`src/rtl/wb_single_master.sv`:
```
// Wishbone classic initiator: one command in, one single (non-burst) bus cycle out, one response pulse back.
// Optional abort-on-timeout is built when WB_MASTER_TIMEOUT_EN is defined.
module wb_single_master #(
  parameter int ADDR_W         = 8,
  parameter int TIMEOUT_CYCLES = 255
) (
  input  logic              clk_i,
  input  logic              rst_i,
  input  logic              cmd_valid_i,
  output logic              cmd_ready_o,
  input  logic              cmd_we_i,
  input  logic [ADDR_W-1:0] cmd_adr_i,
  input  logic [15:0]       cmd_dat_i,
  input  logic [1:0]        cmd_sel_i,
  output logic              rsp_valid_o,
  output logic [15:0]       rsp_dat_o,
  output logic              rsp_err_o,
  output logic [ADDR_W-1:0] wb_adr_o,
  output logic [15:0]       wb_dat_o,
  input  logic [15:0]       wb_dat_i,
  output logic [1:0]        wb_sel_o,
  output logic              wb_we_o,
  output logic              wb_cyc_o,
  output logic              wb_stb_o,
  input  logic              wb_ack_i
);

  typedef enum logic [1:0] {IDLE, BUS, RESP} state_t;

  state_t state_q, state_d;
  logic   timeout_hit;
  logic   accept;

  assign cmd_ready_o = (state_q == IDLE);
  assign accept      = (state_q == IDLE) && cmd_valid_i;

`ifdef WB_MASTER_TIMEOUT_EN
  localparam int CNT_W = $clog2(TIMEOUT_CYCLES + 1);
  localparam logic [CNT_W-1:0] CNT_LAST = CNT_W'(TIMEOUT_CYCLES - 1);

  logic [CNT_W-1:0] to_cnt_q;

  // Counter sits at zero outside BUS, so every transfer starts from a clean count.
  always_ff @(posedge clk_i) begin
    if (rst_i)                            to_cnt_q <= '0;
    else if (state_q != BUS)              to_cnt_q <= '0;
    else if (!wb_ack_i)                   to_cnt_q <= to_cnt_q + 1'b1;
  end

  // Ack has priority over an expiring count in the same cycle.
  assign timeout_hit = (state_q == BUS) && !wb_ack_i && (to_cnt_q == CNT_LAST);
`else
  logic unused_timeout_cfg;
  assign unused_timeout_cfg = (TIMEOUT_CYCLES < 1);
  assign timeout_hit        = 1'b0;
`endif

  always_ff @(posedge clk_i) begin
    if (rst_i) state_q <= IDLE;
    else       state_q <= state_d;
  end

  always_comb begin
    state_d = state_q;
    case (state_q)
      IDLE:    if (cmd_valid_i) state_d = BUS;
      BUS:     if (wb_ack_i || timeout_hit) state_d = RESP;
      RESP:    state_d = IDLE;
      default: state_d = IDLE;
    endcase
  end

  // Registered bus and response outputs; stale acks outside BUS fall through untouched.
  always_ff @(posedge clk_i) begin
    if (rst_i) begin
      wb_cyc_o    <= 1'b0;
      wb_stb_o    <= 1'b0;
      wb_we_o     <= 1'b0;
      wb_adr_o    <= '0;
      wb_dat_o    <= '0;
      wb_sel_o    <= '0;
      rsp_valid_o <= 1'b0;
      rsp_dat_o   <= '0;
      rsp_err_o   <= 1'b0;
    end else begin
      rsp_valid_o <= 1'b0;
      if (accept) begin
        wb_adr_o <= cmd_adr_i;
        wb_dat_o <= cmd_dat_i;
        wb_sel_o <= cmd_sel_i;
        wb_we_o  <= cmd_we_i;
        wb_cyc_o <= 1'b1;
        wb_stb_o <= 1'b1;
      end else if (state_q == BUS) begin
        if (wb_ack_i) begin
          wb_cyc_o    <= 1'b0;
          wb_stb_o    <= 1'b0;
          wb_we_o     <= 1'b0;
          rsp_valid_o <= 1'b1;
          rsp_dat_o   <= wb_we_o ? 16'h0000 : wb_dat_i;
          rsp_err_o   <= 1'b0;
        end else if (timeout_hit) begin
          wb_cyc_o    <= 1'b0;
          wb_stb_o    <= 1'b0;
          wb_we_o     <= 1'b0;
          rsp_valid_o <= 1'b1;
          rsp_dat_o   <= 16'h0000;
          rsp_err_o   <= 1'b1;
        end
      end
    end
  end

endmodule

```
`config.mk`:
```
export PLATFORM = sky130hd
export DESIGN_NAME = wb_single_master
export DESIGN_NICKNAME = d
export VERILOG_FILES = /design/src/rtl/wb_single_master.sv
export SDC_FILE = /design/constraint.sdc
export NUM_CORES = 1
export LEC_CHECK = 0
export CAP_MARGIN = 20
export CORE_MARGIN = 2
export CORE_UTILIZATION = 34
export DETAILED_ROUTE_END_ITERATION = 8
export GPL_TIMING_DRIVEN = 0
export PLACE_DENSITY = 0.8
export SLEW_MARGIN = 25
export SYNTH_ARGS = -nofsm -noshare
export SYNTH_HDL_FRONTEND = slang
export SYNTH_SLANG_ARGS = --single-unit
```
`constraint.sdc`:
```
create_clock -name clk_i -period 1.28 [get_ports clk_i]
set_input_delay 0.384 -clock clk_i [delete_from_list [all_inputs] [get_ports clk_i]]
set_output_delay 0.384 -clock clk_i [all_outputs]
set_load 0.01 [all_outputs]
```
Fig. 1: metal 3
(4 px per um)
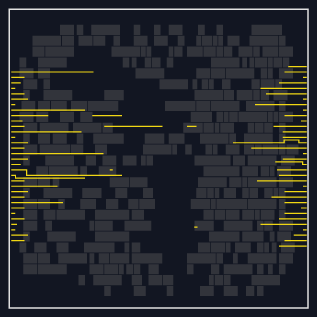
share of all routed wire	11%
nets with wire on the layer	67
main direction	horizontal
longest straight run	23.7 um
wire length on this layer	452 um
Routed WL: 4300 um
grt met3 use: 5.83%
Vias: 1,598

Fig. 2: sizing map
(4 px per um)
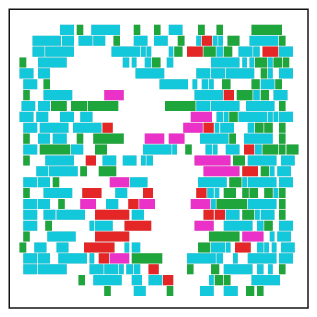
colour	size	cells
magenta	x6 and larger	14
cyan	x1 and smaller	164
green	x2	81
red	x3 and x4	23
Non-clk bufs: 115
area grow syn2layout: 68.4%

Fig. 3: clock wiring as the flow saved it
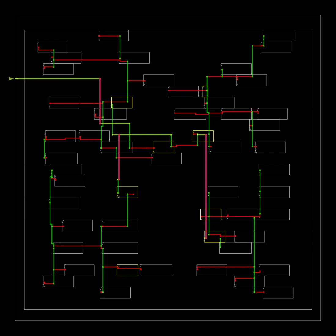
TritonCTS Buffers: 5
Clock Latency Late Sink: 290 ps
Max Clock Skew: 4.89 ps

==> cell type report <==
type                       count  area [um2]
buffer                        12         133
fill                         455        1920
timing repair buffer         103         827
clock buffer                   8         100
multi-input combinational    110         722
tap                           67        83.8
sequential                    47         958
inverter                       2        7.51
==> kinds of logic (layout without fill, tap and decap cells) <==
| group | Yosys count | count (layout) | synth area share, % |
|---|---|---|---|
| other | 1 | 1 | 0.223 |
| and+or+nand+nor | 61 | 61 | 17.0 |
| AOI/OAI and AO/OA | 48 | 48 | 18.9 |
| DFF | 47 | 47 | 56.0 |
| buffers and inverters | 17 | 125 | 7.96 |
==> worst register-to-register path: cells and delay by family (launching register included) <==
family | cells | cell delay [ps]
AOI/OAI and AO/OA | 1 | 50
buffers and inverters | 2 | 330
and+or+nand+nor | 2 | 460
DFF | 1 | 370
==> changes_impl.md <==
## Flow update

- Post-route worst setup slack: -27.0 ps
- Yosys cell types: 24
- CTS max path bufs: 2
- Number of antenna violations at the first check in global routing: 0
- Clk pwr: 0.951 mW
- Crit path capture: wb_adr_o[6]
- Setup violation total in the final timing report: 10
- Net Sw Frac: 24.6%
- Failing checks: negative setup slack
- Synth Seq Share: 56.0%
- Critical path depth in cells: 5
- Vias in the first global route: 1,510
- Lkg Pwr: 1.23 nW
- Synth flops: 47
- Clock-pin slew on the worst setup and hold paths: 80 ps
- Final min period: 1310 ps
- Core area: 0.00475 mm2
- Buffers on Ports: 93
- Max-cap violations: 0
- First-pass GRT wire length: 6520 um
- Gp weighted congestion: 0.679
- Total Routing Usage GR: 15.2%
- Cell taking the most area after synthesis: dfxtp_1
- Synth warn: 0
- Run status: finished, violations left
- Crit path from: state_q[1]
- Num ports: 95
- Largest net degree at the start of global routing: 14
- Sequential power share: 50.4%
Power is estimated from default activity; no workload was simulated.
